## src/rtl/mem_arbiter.sv

```systemverilog
`default_nettype none
// ============================================================================
// Module   : mem_arbiter
// Purpose  : Shares one single-port memory between a CPU instruction-fetch
//            port (i_*) and a load/store data port (d_*). One transaction is
//            in flight at a time. The data port wins contention, but after
//            STREAK_MAX consecutive data grants with a fetch pending, the
//            fetch port is forced through.
// Ports    : clk, reset (async, active-low)
//            i_req/i_addr -> i_ack/i_rdata/i_err           fetch port
//            d_req/d_we/d_addr/d_wdata/d_be
//                         -> d_ack/d_rdata/d_err           data port
//            m_req/m_we/m_addr/m_wdata/m_be <- m_done/m_rdata  memory side
//            gnt_d : 1 while the current or most recent grant is data
// Options  : MEM_ARB_TIMEOUT_EN - abort an ISSUE that sees no m_done within
//            TIMEOUT cycles and return ack+err with zeroed read data.
//            Undefined: ISSUE waits forever and i_err/d_err are tied to 0.
// Revision : 1.0 - initial release
// ============================================================================
module mem_arbiter #(
  parameter int unsigned ADDR_W     = 32,
  parameter int unsigned DATA_W     = 32,
  parameter int unsigned STREAK_MAX = 4,
  parameter int unsigned TIMEOUT    = 16
) (
  input  logic                  clk,
  input  logic                  reset,
  // fetch port
  input  logic                  i_req,
  input  logic [ADDR_W-1:0]     i_addr,
  output logic                  i_ack,
  output logic [DATA_W-1:0]     i_rdata,
  output logic                  i_err,
  // data port
  input  logic                  d_req,
  input  logic                  d_we,
  input  logic [ADDR_W-1:0]     d_addr,
  input  logic [DATA_W-1:0]     d_wdata,
  input  logic [DATA_W/8-1:0]   d_be,
  output logic                  d_ack,
  output logic [DATA_W-1:0]     d_rdata,
  output logic                  d_err,
  // memory side
  output logic                  m_req,
  output logic                  m_we,
  output logic [ADDR_W-1:0]     m_addr,
  output logic [DATA_W-1:0]     m_wdata,
  output logic [DATA_W/8-1:0]   m_be,
  input  logic                  m_done,
  input  logic [DATA_W-1:0]     m_rdata,
  output logic                  gnt_d
);

  localparam int unsigned STRK_W = $clog2(STREAK_MAX + 1);
  localparam logic [STRK_W-1:0] c_STREAK_MAX = STRK_W'(STREAK_MAX);

  typedef enum logic [1:0] {
    IDLE  = 2'd0,
    ISSUE = 2'd1,
    RESP  = 2'd2
  } state_t;

  state_t                r_state;
  state_t                w_state_nxt;
  logic [STRK_W-1:0]     r_streak;

  logic                  r_m_req;
  logic                  r_m_we;
  logic [ADDR_W-1:0]     r_m_addr;
  logic [DATA_W-1:0]     r_m_wdata;
  logic [DATA_W/8-1:0]   r_m_be;
  logic                  r_gnt_d;
  logic                  r_i_ack;
  logic                  r_d_ack;
  logic [DATA_W-1:0]     r_i_rdata;
  logic [DATA_W-1:0]     r_d_rdata;

  logic                  w_grant;     // a winner is chosen this IDLE cycle
  logic                  w_win_d;     // ... and it is the data port
  logic                  w_complete;  // memory finished the transaction
  logic                  w_abort;     // transaction abandoned by the timeout

`ifdef MEM_ARB_TIMEOUT_EN
  localparam int unsigned TMO_W = $clog2(TIMEOUT + 1);
  // Abort fires in the ISSUE cycle whose increment would make the count
  // reach TIMEOUT; an m_done in that same cycle takes precedence.
  localparam logic [TMO_W-1:0] c_TMO_LAST = TMO_W'(TIMEOUT - 1);
  logic [TMO_W-1:0]      r_tmo;
  logic                  r_i_err;
  logic                  r_d_err;
`endif

  // --------------------------------------------------------------------------
  // Next-state / decision logic
  // --------------------------------------------------------------------------
  always_comb begin
    w_state_nxt = r_state;
    w_grant     = 1'b0;
    w_win_d     = 1'b0;
    w_complete  = 1'b0;
    w_abort     = 1'b0;
    case (r_state)
      IDLE: begin
        if (i_req || d_req) begin
          w_grant     = 1'b1;
          // Data wins unless a fetch is waiting and the streak is exhausted.
          w_win_d     = d_req && !(i_req && (r_streak == c_STREAK_MAX));
          w_state_nxt = ISSUE;
        end
      end
      ISSUE: begin
        if (m_done) begin
          w_complete  = 1'b1;
          w_state_nxt = RESP;
        end
`ifdef MEM_ARB_TIMEOUT_EN
        else if (r_tmo == c_TMO_LAST) begin
          w_abort     = 1'b1;
          w_state_nxt = RESP;
        end
`endif
      end
      RESP: begin
        // No grant here: a request still held high is only seen next IDLE.
        w_state_nxt = IDLE;
      end
      default: begin
        w_state_nxt = IDLE;
      end
    endcase
  end

  // --------------------------------------------------------------------------
  // State register
  // --------------------------------------------------------------------------
  always_ff @(posedge clk or negedge reset) begin
    if (!reset) begin
      r_state <= IDLE;
    end else begin
      r_state <= w_state_nxt;
    end
  end

  // --------------------------------------------------------------------------
  // Streak limiter: counts data grants made while a fetch is waiting.
  // Any IDLE cycle without a pending fetch, or any fetch grant, clears it.
  // --------------------------------------------------------------------------
  always_ff @(posedge clk or negedge reset) begin
    if (!reset) begin
      r_streak <= '0;
    end else if (r_state == IDLE) begin
      if (w_grant && w_win_d && i_req) begin
        if (r_streak != c_STREAK_MAX) begin
          r_streak <= r_streak + STRK_W'(1);
        end
      end else begin
        r_streak <= '0;
      end
    end
  end

`ifdef MEM_ARB_TIMEOUT_EN
  always_ff @(posedge clk or negedge reset) begin
    if (!reset) begin
      r_tmo <= '0;
    end else if (w_grant) begin
      r_tmo <= '0;
    end else if ((r_state == ISSUE) && !m_done) begin
      r_tmo <= r_tmo + TMO_W'(1);
    end
  end
`endif

  // --------------------------------------------------------------------------
  // Memory-side request registers and response path
  // --------------------------------------------------------------------------
  always_ff @(posedge clk or negedge reset) begin
    if (!reset) begin
      r_m_req   <= 1'b0;
      r_m_we    <= 1'b0;
      r_m_addr  <= '0;
      r_m_wdata <= '0;
      r_m_be    <= '0;
      r_gnt_d   <= 1'b0;
      r_i_ack   <= 1'b0;
      r_d_ack   <= 1'b0;
      r_i_rdata <= '0;
      r_d_rdata <= '0;
`ifdef MEM_ARB_TIMEOUT_EN
      r_i_err   <= 1'b0;
      r_d_err   <= 1'b0;
`endif
    end else begin
      // Acks (and errs) are single-cycle pulses during RESP.
      r_i_ack <= 1'b0;
      r_d_ack <= 1'b0;
`ifdef MEM_ARB_TIMEOUT_EN
      r_i_err <= 1'b0;
      r_d_err <= 1'b0;
`endif
      if (w_grant) begin
        r_m_req <= 1'b1;
        r_gnt_d <= w_win_d;
        if (w_win_d) begin
          r_m_we    <= d_we;
          r_m_addr  <= d_addr;
          r_m_wdata <= d_wdata;
          r_m_be    <= d_be;
        end else begin
          // Fetches are always full-word reads; no stale store data is driven.
          r_m_we    <= 1'b0;
          r_m_addr  <= i_addr;
          r_m_wdata <= '0;
          r_m_be    <= '1;
        end
      end
      if (w_complete) begin
        r_m_req <= 1'b0;
        if (r_gnt_d) begin
          r_d_ack <= 1'b1;
          if (!r_m_we) begin
            r_d_rdata <= m_rdata;
          end
        end else begin
          r_i_ack   <= 1'b1;
          r_i_rdata <= m_rdata;
        end
      end
`ifdef MEM_ARB_TIMEOUT_EN
      if (w_abort) begin
        r_m_req <= 1'b0;
        if (r_gnt_d) begin
          r_d_ack   <= 1'b1;
          r_d_err   <= 1'b1;
          r_d_rdata <= '0;
        end else begin
          r_i_ack   <= 1'b1;
          r_i_err   <= 1'b1;
          r_i_rdata <= '0;
        end
      end
`endif
    end
  end

  assign m_req   = r_m_req;
  assign m_we    = r_m_we;
  assign m_addr  = r_m_addr;
  assign m_wdata = r_m_wdata;
  assign m_be    = r_m_be;
  assign gnt_d   = r_gnt_d;
  assign i_ack   = r_i_ack;
  assign d_ack   = r_d_ack;
  assign i_rdata = r_i_rdata;
  assign d_rdata = r_d_rdata;
`ifdef MEM_ARB_TIMEOUT_EN
  assign i_err   = r_i_err;
  assign d_err   = r_d_err;
`else
  assign i_err   = 1'b0;
  assign d_err   = 1'b0;
`endif

endmodule
`default_nettype wire
```

## config.mk

```make
export PLATFORM = sky130hd
export DESIGN_NAME = mem_arbiter
export DESIGN_NICKNAME = d
export VERILOG_FILES = /design/src/rtl/mem_arbiter.sv
export SDC_FILE = /design/constraint.sdc
export NUM_CORES = 1
export LEC_CHECK = 0
export ABC_AREA = 1
export CELL_PAD_IN_SITES_DETAIL_PLACEMENT = 1
export CELL_PAD_IN_SITES_GLOBAL_PLACEMENT = 1
export CORE_MARGIN = 5
export CORE_UTILIZATION = 30
export DETAILED_ROUTE_END_ITERATION = 8
export PLACE_DENSITY_LB_ADDON = 0.12
export SETUP_SLACK_MARGIN = 0.4
export SYNTH_ARGS = -nofsm -noshare
export SYNTH_HDL_FRONTEND = slang
export SYNTH_SLANG_ARGS = --single-unit
```

## constraint.sdc

```tcl
create_clock -name clk -period 1.6 [get_ports clk]
set_input_delay 0.24 -clock clk [delete_from_list [all_inputs] [get_ports clk]]
set_output_delay 0.24 -clock clk [all_outputs]
set_load 0.02 [all_outputs]
```

==> Slide: Implementation Results <==
Synthesis and Place & Route Summary

STA
  – RSZ-0062 raised after global routing: true
  – Final clock period utilization by the worst path: between 80 and 90%
  – Final hold violation count: 0
  – Highest clock rate: approximately 700 MHz
  – Slew Limit Fails: 0
  – Minimum clock period: 1.43 ns
  – Min setup slack post-route: ~0.17 ns
  – Worst Skew: roughly 0.011 ns
  – Setup TNS: 0 ns
  – Final Setup Violations: 0
  – Hold Slack: roughly 0.30 ns

Route
  – Drt drc: 0
  – Vias: about 6,600
  – Pre-antenna DRT Iters: 4
  – Detail Route Antenna Nets: 0
  – Initial DRC count: roughly 280
  – Routed WL: roughly 27,000 um
  – Drt via density: around 4.7

Finish
  – Synth-to-Final Area Change: 91.5%
  – Layout cells sized above 1: between 30 and 40%
  – Nets@finish: around 1,300
  – Post-route cell area: 11,800 um2

Yosys
  – Synth Seq Share: between 50% and 60%
  – Synthesis area per yosys: a little over 6000 um2
  – Synthesized area: roughly 6200 um2
  – Syn Area/Cell: 8.25 um2
  – Post-synth top area cell: dfrtp_1
  – Ys Warns: 0
  – Synth top area cells: dfrtp_1, nand2_1, o21ai_0, inv_1, nand4_1
  – Synth top area share: a little under three fifths
  – Post-synth cell types: 19
  – Cells after Synth: about 750
  – Yosys Instances: around 750
  – Yosys reg bits: between 100 and 150

CTS
  – CTS H-tree depth: 4
  – CTS max path bufs: 2
  – CTS Buf Count: 17
  – CTS tree: yes
  – Clock sink count: ~140
  – CTS clk-pin slew, worst paths: 0.07 ns

Global route
  – Initial antenna violation count: 1
  – Tot GR Track Use: around 20%
  – First-pass GRT wire length: between 30,000 and 40,000 um
  – Largest net degree at the start of global routing: 38
  – Total global routing overflow: 0

Placed design
  – Place WS: -0.0155 ns
  – Final Wtd Congestion: roughly 0.75
  – Detailed placement HPWL: 16,600 um
  – Placement Cell Area: between 9000 and 10,000 um2
  – PortBufs: between 200 and 300

Critical path
  – Critical Path Source Type: flop
  – CP Launch Point: r_streak[0]
  – CP Data Arrival Time: 1.73 ns
  – Crit Path Max Fanout: 6
  – FF-to-FF Start: r_streak[0]
  – Crit Path Category: flop to flop
  – Setup crit end kind: flop
  – Crit path required time: approximately 1.9 ns

Power and ir drop
  – Maximum VDD drop: about 0.98 mV
  – Leakage: between 6 and 7 nW
  – Pwr dens: between 2000 and 2500 nW/um2

Run
  – Max-cap violations: 0
  – Log Warnings: 30

Floorplanning
  – Floorplan utilization: between 30% and 40%
  – Site Rows: between 50 and 60
  – Die Wd: 154 um
  – Core ar.: between 20,000 and 25,000 um2
  – Top-Level Pins: about 280
  – Die H: ~150 um
  – Die area: 23,600 um2

Worst hold path
  – Hold Path Class: primary input to asynchronous set/reset pin

Outcome
  – Status: finished, final reports clean
==> flip-flops by register name (all words and copies together) (netlist names) <==
name and cells:
d_ack 1, d_rdata 32, gnt_d 1, i_ack 1
i_rdata 32, m_addr 32, m_be 4, m_req 1
m_wdata 32, m_we 1, r_state 2, r_streak 3
==> metal layers <==
layer / track usage (%) / vias up / wire (um)
met2: 33.5 / 198 / 14000
met4: 5.72 / 0 / 527
met5: 0 / - / 0
li1: - / 3112 / -
met3: 7.11 / 29 / 1690
met1: 25.2 / 3255 / 10800
==> stage by stage <==
stage,instances,total power [mW]
final,1415,24.2
after global placement,1282,16.4
after CTS,1355,22.1
after detailed placement,1282,16.6
after floorplan,750,11.1
after global routing,1415,25.5
==> critical path, stage by stage (launching register included) <==
cell and delay [ns]:
dfrtp_1 0.40, inv_2 0.08, ha_4 0.14, nand3_4 0.07
nand3_4 0.10, buf_12 0.15, buf_4 0.16, nand2_1 0.08
nand3_1 0.08, nand2_1 0.05
==> final timing paths <==
kind,cells past startpoint,end,slack (ns)
worst max-delay path,9,m_addr[7],0.17
worst max register to register,9,m_addr[7],0.17
worst min-delay path,2,m_wdata[1],0.30
min in group clk,3,m_wdata[19],0.37
max in group asynchronous,3,m_be[3],0.75
worst min register to register,2,i_rdata[4],0.50
==> repair_timing <==
action | 4_1_cts | 5_1_grt
pin swaps | 10 | 23
resized | 855 | 169
endpoints found under the setup margin | 276 | 278
endpoints found under the hold margin | 33 | 0
gates cloned | 4 | 10
buffers inserted | 36 | 48
hold buffers | 1 | 0
==> cell usage after synthesis (all sizes together) <==
cell type	instances
xnor2	1
conb	1
nand3	34
dfrtp	142
o22ai	5
nor2	9
o21ai	100
nand2	262
ha	2
buf	25
nand4	33
o31ai	1
inv	110
clkbuf	24
==> cell type report <==
type,count,area [um2]
Antenna cell,2,5.00
Clock buffer,19,433
Clock inverter,13,131
Fill cell,2256,8400
Inverter,110,415
Multi-Input combinational cell,449,2530
Sequential cell,142,3560
Tap cell,270,338
Timing Repair Buffer,410,4430
==> cell usage in the layout, fill, tap and decap left out, drive strengths merged <==
cell,Yosys,routed
conb,1,2
o31ai,1,1
clkinvlp,0,2
diode,0,2
dfrtp,142,142
bufinv,0,1
o21ai,100,100
nand3,34,34
clkbuf,24,27
ha,2,2
nand2,262,262
buf,25,264
nand4,33,33
dlygate4sd3,0,1
clkinv,0,5
xnor2,1,1
nor2,9,9
bufbuf,0,1
inv,110,115
o22ai,5,5
clkdlybuf4s50,0,136
==> cells by family (layout without fill, tap and decap cells) <==
group | count (synthesis) | count (layout) | synth area share (%)
AND-OR/OR-AND | 106 | 106 | 8.73
XOR/XNOR | 1 | 1 | 0.142
adder cells (fa/ha/maj) | 2 | 2 | 0.405
buffers and inverters | 159 | 552 | 10.4
flip-flops | 142 | 142 | 57.5
other | 1 | 4 | 0.0607
AND/OR/NAND/NOR | 338 | 338 | 22.8
==> report_power, final <==
part | internal [mW] | switching, mW
Combinational | 6.81 | 6.94
Clock | 2.18 | 1.69
Sequential | 5.29 | 1.29
Total | 14.3 | 9.91
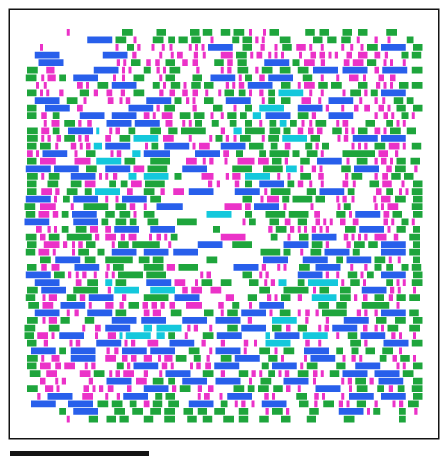
(images/placement_by_type.png)
Scale bar: 50 um.
- sequential cells: blue (cells 142)
- combinational and other logic: magenta (cells 559)
- remaining buffers and delay cells: green (cells 410)
- clock drivers and dummy loads: cyan (cells 32)

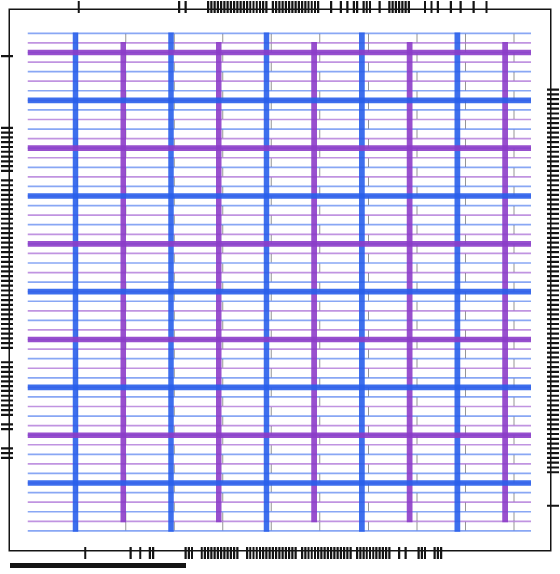
(images/power_grid.png)
Scale bar: 50 um. Pins as bars on the die edge. Tap cells in gray.
- VDD: purple
- VSS: blue
- met4 straps: 10
- met5 straps: 10
- signal pins: 277
- tap cells: 270
- rows: 52

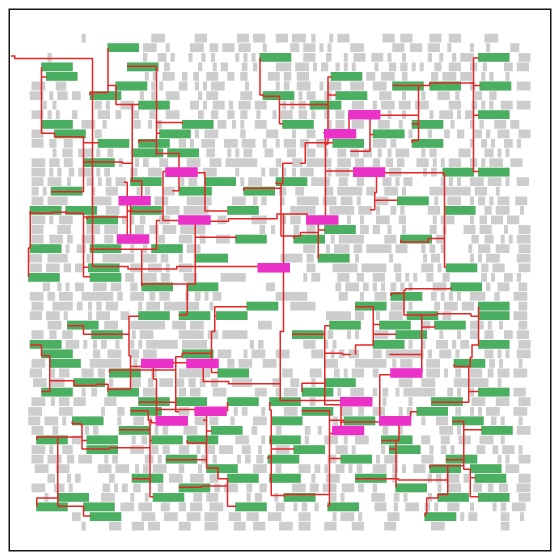
(images/clk_routes.png)
- flip-flops: green (count 142)
- clock drivers: magenta (count 17)
- clock wires: red (length 2,060 um)
- routed clock nets: 18

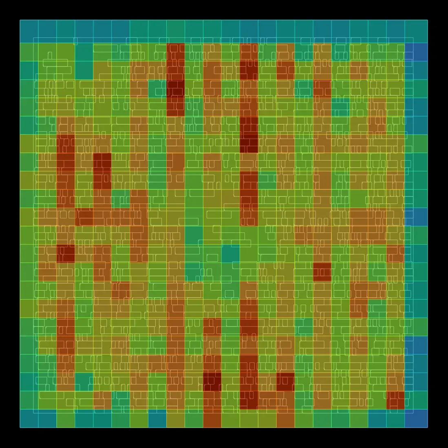
(images/congestion.png)
WL per Instance: 19.1 um
Core Util, Final: 58.5%
met1 global-route usage: 25.2%
busiest layer in global routing: met2
met2 Use GR: 33.5%

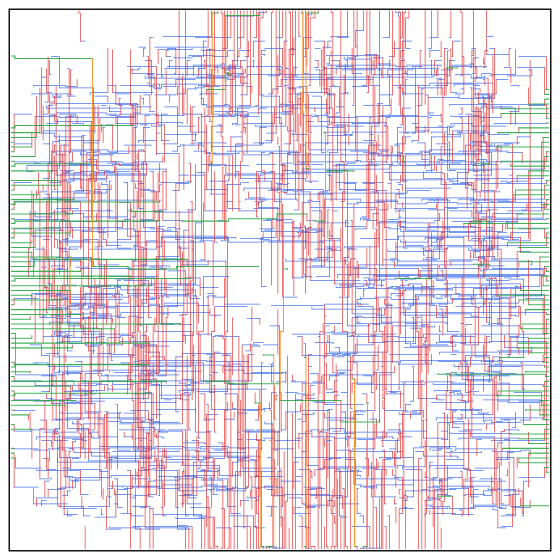
(images/wires.png)
- metal 1: blue (wire length 10,800 um)
- metal 3: green (wire length 1,690 um)
- metal 2: red (wire length 14,000 um)
- metal 4: orange (wire length 528 um)

Power and IR drop assume default switching activity.
